<file path="config.mk">
export PLATFORM = sky130hd
export DESIGN_NAME = imem_loader
export DESIGN_NICKNAME = d
export VERILOG_FILES = /design/src/rtl/imem_loader.sv
export SDC_FILE = /design/constraint.sdc
export NUM_CORES = 1
export LEC_CHECK = 0
export CAP_MARGIN = 0
export CORE_MARGIN = 4
export CORE_UTILIZATION = 45
export CTS_BUF_LIST = sky130_fd_sc_hd__clkbuf_4 sky130_fd_sc_hd__clkbuf_8
export DETAILED_ROUTE_END_ITERATION = 10
export PLACE_DENSITY = 0.7
export SYNTH_ARGS = -nofsm -noshare
export SYNTH_HDL_FRONTEND = slang
export SYNTH_SLANG_ARGS = --single-unit
</file>
<file path="constraint.sdc">
create_clock -name clk -period 5.1 [get_ports clk]
set_input_delay 0.51 -clock clk [delete_from_list [all_inputs] [get_ports clk]]
set_output_delay 0.51 -clock clk [all_outputs]
set_load 0.01 [all_outputs]
</file>
<file path="src/rtl/imem_loader.sv">
// Streams a little-endian word count plus payload bytes into instruction memory,
// holding the CPU in reset meanwhile. Define IMEM_LOADER_CHECKSUM_EN to add a trailing checksum byte.
module imem_loader #(
  parameter int DEPTH = 64
) (
  input  logic        clk,
  input  logic        reset,
  input  logic        start,
  input  logic        byte_valid,
  input  logic [7:0]  byte_data,
  output logic        byte_ready,
  output logic        mem_write_enable,
  output logic [31:0] mem_addr,
  output logic [31:0] mem_write_data,
  output logic        cpu_hold,
  output logic        done,
  output logic        error
);
  localparam int IW = (DEPTH > 1) ? $clog2(DEPTH) : 1;

  typedef enum logic [2:0] {
    S_IDLE,
    S_HEADER,
    S_PAYLOAD,
    S_WRITE,
`ifdef IMEM_LOADER_CHECKSUM_EN
    S_CHECK,
`endif
    S_DONE
  } state_t;

  state_t        state_q, state_d;
  logic [1:0]    bcnt_q, bcnt_d;
  logic [IW-1:0] widx_q, widx_d;
  logic [31:0]   nwords_q, nwords_d;
  logic [31:0]   shreg_q, shreg_d;
  logic          ready_q, ready_d;
  logic          we_q, we_d;
  logic [31:0]   addr_q, addr_d;
  logic [31:0]   wdata_q, wdata_d;
  logic          hold_q, hold_d;
  logic          done_q, done_d;
  logic          err_q, err_d;
`ifdef IMEM_LOADER_CHECKSUM_EN
  logic [7:0]    sum_q, sum_d;
`endif

  logic        xfer;
  logic [31:0] assembled;

  // ready_q is high exactly in the byte-accepting states, so it doubles as the state qualifier
  assign xfer      = byte_valid && ready_q;
  assign assembled = {byte_data, shreg_q[31:8]};

  always_comb begin
    state_d  = state_q;
    bcnt_d   = bcnt_q;
    widx_d   = widx_q;
    nwords_d = nwords_q;
    shreg_d  = shreg_q;
    ready_d  = ready_q;
    we_d     = 1'b0;
    addr_d   = addr_q;
    wdata_d  = wdata_q;
    hold_d   = hold_q;
    done_d   = 1'b0;
    err_d    = err_q;
`ifdef IMEM_LOADER_CHECKSUM_EN
    sum_d    = sum_q;
`endif
    case (state_q)
      S_IDLE: begin
        if (start) begin
          state_d = S_HEADER;
          ready_d = 1'b1;
          hold_d  = 1'b1;
          err_d   = 1'b0;
          bcnt_d  = 2'd0;
          widx_d  = '0;
`ifdef IMEM_LOADER_CHECKSUM_EN
          sum_d   = 8'd0;
`endif
        end
      end
      S_HEADER: begin
        if (xfer) begin
          shreg_d = assembled;
          bcnt_d  = bcnt_q + 2'd1;
`ifdef IMEM_LOADER_CHECKSUM_EN
          sum_d   = sum_q + byte_data;
`endif
          if (bcnt_q == 2'd3) begin
            nwords_d = assembled;
            if (assembled > 32'(DEPTH)) begin
              state_d = S_DONE;
              ready_d = 1'b0;
              done_d  = 1'b1;
              err_d   = 1'b1;
            end else if (assembled == 32'd0) begin
`ifdef IMEM_LOADER_CHECKSUM_EN
              state_d = S_CHECK;
`else
              state_d = S_DONE;
              ready_d = 1'b0;
              done_d  = 1'b1;
`endif
            end else begin
              state_d = S_PAYLOAD;
            end
          end
        end
      end
      S_PAYLOAD: begin
        if (xfer) begin
          shreg_d = assembled;
          bcnt_d  = bcnt_q + 2'd1;
`ifdef IMEM_LOADER_CHECKSUM_EN
          sum_d   = sum_q + byte_data;
`endif
          if (bcnt_q == 2'd3) begin
            state_d = S_WRITE;
            ready_d = 1'b0;
            we_d    = 1'b1;
            addr_d  = 32'(widx_q) << 2;
            wdata_d = assembled;
          end
        end
      end
      S_WRITE: begin
        // index only advances when another word follows, so it stays within DEPTH-1
        if (32'(widx_q) + 32'd1 < nwords_q) begin
          widx_d  = widx_q + IW'(1);
          state_d = S_PAYLOAD;
          ready_d = 1'b1;
        end else begin
`ifdef IMEM_LOADER_CHECKSUM_EN
          state_d = S_CHECK;
          ready_d = 1'b1;
`else
          state_d = S_DONE;
          done_d  = 1'b1;
`endif
        end
      end
`ifdef IMEM_LOADER_CHECKSUM_EN
      S_CHECK: begin
        if (xfer) begin
          if (sum_q + byte_data != 8'd0) err_d = 1'b1;
          state_d = S_DONE;
          ready_d = 1'b0;
          done_d  = 1'b1;
        end
      end
`endif
      S_DONE: begin
        state_d = S_IDLE;
        hold_d  = 1'b0;
      end
      default: begin
        state_d = S_IDLE;
        ready_d = 1'b0;
        hold_d  = 1'b0;
      end
    endcase
  end

  always_ff @(posedge clk) begin
    if (reset) begin
      state_q  <= S_IDLE;
      bcnt_q   <= 2'd0;
      widx_q   <= '0;
      nwords_q <= 32'd0;
      shreg_q  <= 32'd0;
      ready_q  <= 1'b0;
      we_q     <= 1'b0;
      addr_q   <= 32'd0;
      wdata_q  <= 32'd0;
      hold_q   <= 1'b0;
      done_q   <= 1'b0;
      err_q    <= 1'b0;
`ifdef IMEM_LOADER_CHECKSUM_EN
      sum_q    <= 8'd0;
`endif
    end else begin
      state_q  <= state_d;
      bcnt_q   <= bcnt_d;
      widx_q   <= widx_d;
      nwords_q <= nwords_d;
      shreg_q  <= shreg_d;
      ready_q  <= ready_d;
      we_q     <= we_d;
      addr_q   <= addr_d;
      wdata_q  <= wdata_d;
      hold_q   <= hold_d;
      done_q   <= done_d;
      err_q    <= err_d;
`ifdef IMEM_LOADER_CHECKSUM_EN
      sum_q    <= sum_d;
`endif
    end
  end

  assign byte_ready       = ready_q;
  assign mem_write_enable = we_q;
  assign mem_addr         = addr_q;
  assign mem_write_data   = wdata_q;
  assign cpu_hold         = hold_q;
  assign done             = done_q;
  assign error            = err_q;
endmodule

</file>
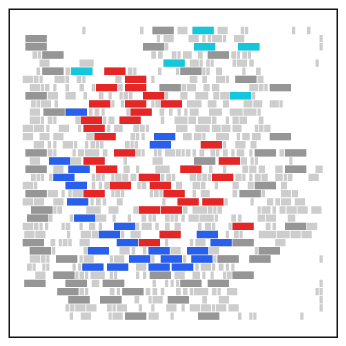
*Register map, names as in the netlist, run 1*
Drawn at 3 px/µm.
legend:
  shreg_q:
    colour: blue
    sequential_cells: 24
  mem_addr:
    colour: cyan
    sequential_cells: 6
  nwords_q:
    colour: red
    sequential_cells: 32
not coloured: 48
sequential share of cell area: 41.9%
P_seq: 869 µW
Util after Layout: 53.5%
Sequential cell area: 2200 µm²

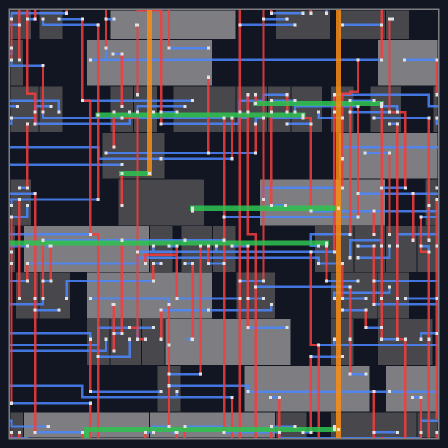
*Close-up of the layout, run 1*
Window x 42 to 67, y 42 to 67 µm. Cells in grey, sequential cells in the stronger grey; small squares are vias.
legend:
  M2:
    colour: red
  M4:
    colour: orange
  M3:
    colour: green
  M1:
    colour: blue
cells with their middle in the window: 51
sequential cells in the window: 10
most frequent: nand2_1 (15), dfxtp_1 (10), a21oi_1 (9)
netlist names of flops here include: nwords_q (7), shreg_q (2)

==> flow_summary.toml, run 1 <==
# yosys + openroad results
[die]
fp-utilization_pct = 46.6
num_io_pins = 81
die_x_um = 109

[min_path]
whs_path_depth = 2
worstHoldStart = "mem_write_data[27]$_SDFFE_PP0P_"

[run_status]
status = "finished, final reports clean"

[cts]
htree_levels = 3

[global_route]
gr-usage-all-layers_pct = 18.6
grt_pass1_vias = 3646
grt_max_degree = 114

[finish]
areaGrowthSynthToFinish_pct = 14.8
nNetsFinal = 608
fillers = 959
num_antenna_cells = 0
drive_gt1_share_pct = 4.22
fin_area_um2 = 5250

[timing]
period_used_pct = 57.7
hold_viol_final = 0
timing.final.ws_setup_ps = 2160
clock.fmax_mhz = 340
finalSetupViolations = 0
slew_headroom_pct = 17.1
worst_pin_slew_ps = 1240

[setup_path]
worstSetupStartpoint = "widx_q[2]$_SDFFE_PP0P_"
r2r-start = "widx_q[2]$_SDFFE_PP0P_"
crit_type = "flip-flop to flip-flop"
required_ps = 5370
crit_path_end_kind = "flip-flop"
path_max_fanout = 8
worstReg2RegEnd = "state_q[2]$_SDFFE_PP0P_"

[synthesis]
ff_type = "dfxtp_1"
topCellsByArea = "dfxtp_1 48%, nand2_1 12%, a21oi_1 8.2%, mux2i_1 5.7%, buf_4 4.6%"
yosys.stat.seqShare_pct = 48.1
yosys.area.top_type_share_pct = 48.1
synth-edff-count = 0
numSynthFlops = 110

[drt]
first_pass_iters = 4
vias = 3801
drc = 0
postRouteAntennaNets = 0

[pwr]
leakage_nw = 1.76

[flow_run]
max_cap_violations = 0
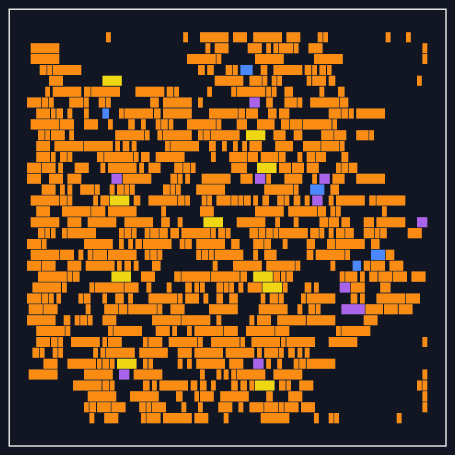
*Cells by drive strength, run 1*
Drawn at 4 px/µm.
legend:
  x3 and x4:
    colour: purple
    cells: 10
  x6 and larger:
    colour: yellow
    cells: 10
  x2:
    colour: blue
    cells: 5
  x1 and smaller:
    colour: orange
    cells: 568

run 1: cell type report:
cell class                      instances  area (µm²)  area share, %
Clock buffer                           13         160           3.05
Inverter                               11        41.3          0.786
Sequential cell                       110        2200           41.9
Clock inverter                          3        20.0          0.381
Multi-Input combinational cell        399        2100           40.0
Timing Repair Buffer                   57         561           10.7
Tap cell                              133         166           3.17
run 1: cells in the mapped netlist (2+ instances only):
library cell and instances:
a211oi_1 2, a21oi_1 75, a31oi_1 3, and3_1 7
buf_1 2, buf_2 7, buf_4 28, clkbuf_1 22
dfxtp_1 110, ha_1 8, inv_1 11, mux2i_1 26
nand2_1 145, nand2b_1 2, nand3_1 6, nand4_1 3
nand4b_1 5, nor2_1 38, nor3_1 3, nor3_2 2
nor4_1 14, o211ai_1 2, o21ai_0 3, o22ai_1 2
o41ai_1 3, or3_1 2, xnor2_1 2, xor2_1 3
run 1: how the worst max path moves through the flow:
| stage | cells past startpoint | to |
|---|---|---|
| 6_report | 9 | state_q[2]$_SDFFE_PP0P_ |
| 5_1_grt | 9 | done$_SDFF_PP0_ |
| 4_1_cts | 9 | state_q[2]$_SDFFE_PP0P_ |
| 3_5_place_dp | 5 | state_q[2]$_SDFFE_PP0P_ |
| 3_3_place_gp | 9 | done$_SDFF_PP0_ |
| 2_1_floorplan | 9 | done$_SDFF_PP0_ |
run 1: stage by stage:
stage | utilization [%] | power, mW | hold WS, ps
2_1_floorplan | - | 0.939 | 436
3_3_place_gp | 51.6 | 0.947 | 443
3_5_place_dp | 51.6 | 0.948 | 448
4_1_cts | 53.5 | 1.43 | 462
5_1_grt | 53.5 | 1.48 | 478
6_report | 53.5 | 1.42 | 458
run 1: cell families (layout without fill, tap and decap cells):
family / after synthesis / count (layout) / synth area share, %
mux: 26 / 26 / 5.69
compound gates: 99 / 99 / 12.1
simple gates: 235 / 235 / 22.6
other cells: 1 / 26 / 0.0820
buf+inv: 70 / 84 / 8.23
flops: 110 / 110 / 48.1
xor+xnor: 5 / 5 / 0.958
fa+ha+maj: 8 / 8 / 2.19
run 1: power by group:
group	switching [mW]	internal, mW	total [mW]	leakage, nW
sequential	0.00660	0.862	0.869	0.887
clock	0.281	0.207	0.488	0.0899
combinational	0.0407	0.0192	0.0599	0.782
total	0.328	1.09	1.42	1.76
run 1: routing by layer:
metal / GRT usage [%] / up-vias / wire, µm
li1: - / 1887 / -
met1: 24.7 / 1814 / 4780
met2: 29.7 / 83 / 5060
met3: 3.14 / 17 / 489
met4: 8.48 / 0 / 237
met5: 0 / - / 0
run 1: layout by cell type, fill, tap and decap left out, types with 3 or more instances in the layout:
cell             instances
nand2_1                145
dfxtp_1                110
a21oi_1                 75
clkdlybuf4s50_1         53
nor2_1                  38
mux2i_1                 26
conb_1                  26
nor4_1                  14
inv_1                   11
clkbuf_8                10
ha_1                     8
and3_1                   7
nand3_1                  6
nand4b_1                 5
buf_4                    4
a31oi_1                  3
o41ai_1                  3
o21ai_0                  3
nand4_1                  3
xor2_1                   3
clkbuf_4                 3
==> run 1 -> run 2 <==
--- a/config.mk
+++ b/config.mk
@@ -10,7 +10,7 @@
 export CORE_UTILIZATION = 45
 export CTS_BUF_LIST = sky130_fd_sc_hd__clkbuf_4 sky130_fd_sc_hd__clkbuf_8
 export DETAILED_ROUTE_END_ITERATION = 10
-export PLACE_DENSITY = 0.7
+export PLACE_DENSITY = 0.73
 export SYNTH_ARGS = -nofsm -noshare
 export SYNTH_HDL_FRONTEND = slang
 export SYNTH_SLANG_ARGS = --single-unit
==> constraint.sdc (replaced) <==
create_clock -name clk -period 2.5 [get_ports clk]
set_input_delay 0.25 -clock clk [delete_from_list [all_inputs] [get_ports clk]]
set_output_delay 0.25 -clock clk [all_outputs]
set_load 0.01 [all_outputs]
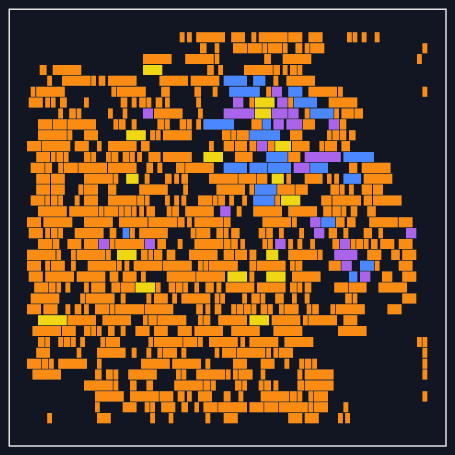
*Cells by drive strength, run 2*
Drawn at 4 px/µm.
legend:
  x2:
    colour: blue
    cells: 22
  x1 and smaller:
    colour: orange
    cells: 546
  x6 and larger:
    colour: yellow
    cells: 16
  x3 and x4:
    colour: purple
    cells: 24

==> run 2 against run 1 <==
  * Sequential power up 100%
  * Clock-buffer cell count down 3
  * Global-route usage decreased by 0.17 points
  * Fmax up 21%
  * Routed wire length grew 3.2%
  * Highest routed layer unchanged
==> flow_summary.toml, run 2 <==
# yosys + openroad results
[synthesis]
topCellsByArea = "dfxtp_1 48%, nand2_1 12%, a21oi_1 8.2%, mux2i_1 5.7%, buf_4 4.6%"
yosys.area.top_type_share_pct = 48.1
synthMostInstantiatedCell = "nand2_1"
synthTopCellsByCount = "145 x nand2_1, 110 x dfxtp_1, 75 x a21oi_1"
numSynthFlops = 110
ff_type = "dfxtp_1"
yosys.stat.seqShare_pct = 48.1

[timing]
clock.fmax_mhz = 412
worst_pin_slew_ps = 714
hold_viol_final = 0
timing.final.ws_setup_ps = 71.4
slew_headroom_pct = 52.4
finalSetupViolations = 0

[global_route]
grt_pass1_vias = 3619
gr-usage-all-layers_pct = 18.4
grt_max_degree = 69

[die]
num_rows = 36
die_x_um = 109

[finish]
num_antenna_cells = 0
finalCoreUtilization_pct = 56.1
drive_gt1_share_pct = 10.2
areaGrowthSynthToFinish_pct = 20.4
layout_top_cell = "nand2_1"
fin_area_um2 = 5510

[cts]
htree_levels = 3

[drt]
met3WireLength_um = 514
drc = 0
postRouteAntennaNets = 0
vias = 3836
first_pass_iters = 4
wl_met2_mm = 5.39
m1WireLength_mm = 4.88

[run_status]
status = "finished, final reports clean"

[flow_run]
max_cap_violations = 0

[setup_path]
path_max_fanout = 4
crit_path_end_kind = "flip-flop"

[pwr]
leakage_nw = 1.88
[run 2: layer usage]
metal  vias up  global-route usage [%]
met1      1817                    24.4
li1       1917                       -
met3        14                    4.20
met2        88                    30.3
met5         -                       0
met4         0                    5.05
[run 2: stage by stage]
step | power [mW] | hold slack [ps] | std cells
after floorplan | 1.92 | 386 | 579
after global placement | 1.94 | 442 | 724
after detailed placement | 1.94 | 447 | 724
after CTS | 2.96 | 381 | 740
after global routing | 3.05 | 420 | 741
final | 2.94 | 411 | 741
[run 2: what timing repair did]
item                                    in CTS  in global routing
pin swaps                                    2                  8
setup buffers                                0                  1
gates resized                                1                 24
endpoints found under the hold margin        0                  0
endpoints found under the setup margin       6                 10
[run 2: cell type report]
cell class / instances / area, µm²
Multi-Input combinational cell: 399 / 2220
Tap cell: 133 / 166
Timing Repair Buffer: 72 / 689
Clock inverter: 6 / 50.0
Clock buffer: 10 / 138
Fill cell: 962 / 4310
Inverter: 11 / 41.3
Sequential cell: 110 / 2210
[run 2: cells by family (layout without fill, tap and decap cells)]
kind of cell    Yosys count  count (layout)  share of synthesized area, %
simple gates            235             235                          22.6
flops                   110             110                          48.1
compound gates           99              99                          12.1
buf+inv                  70              99                          8.23
mux                      26              26                          5.69
fa+ha+maj                 8               8                          2.19
xor+xnor                  5               5                         0.958
other cells               1              26                        0.0820
[run 2: final timing paths]
kind | from | end | slack [ps] | cells after the start
worst max-delay path | widx_q[1]$_SDFFE_PP0P_ | widx_q[2]$_SDFFE_PP0P_ | 70 | 10
worst min-delay path | reset | bcnt_q[0]$_SDFFE_PP0P_ | 410 | 2
worst max register to register | widx_q[1]$_SDFFE_PP0P_ | widx_q[2]$_SDFFE_PP0P_ | 70 | 10
worst min register to register | mem_write_data[1]$_SDFFE_PP0P_ | mem_write_data[1]$_SDFFE_PP0P_ | 460 | 2
[run 2: where the power goes]
part / switching [mW] / internal, mW / total (mW)
Combinational: 0.0855 / 0.0457 / 0.131
Clock: 0.631 / 0.407 / 1.04
Sequential: 0.0130 / 1.76 / 1.77
Total: 0.729 / 2.21 / 2.94
[run 2: worst register-to-register path, stage by stage (launching register included)]
cell	delay, ps
dfxtp_2	370
and3_4	200
nand3_2	90
xnor2_2	170
ha_1	320
nand4b_1	170
a311oi_2	340
o2111ai_2	170
buf_4	210
a31oi_4	160
o41ai_2	90
No activity file was given, so power comes from the tool's default toggle rates.
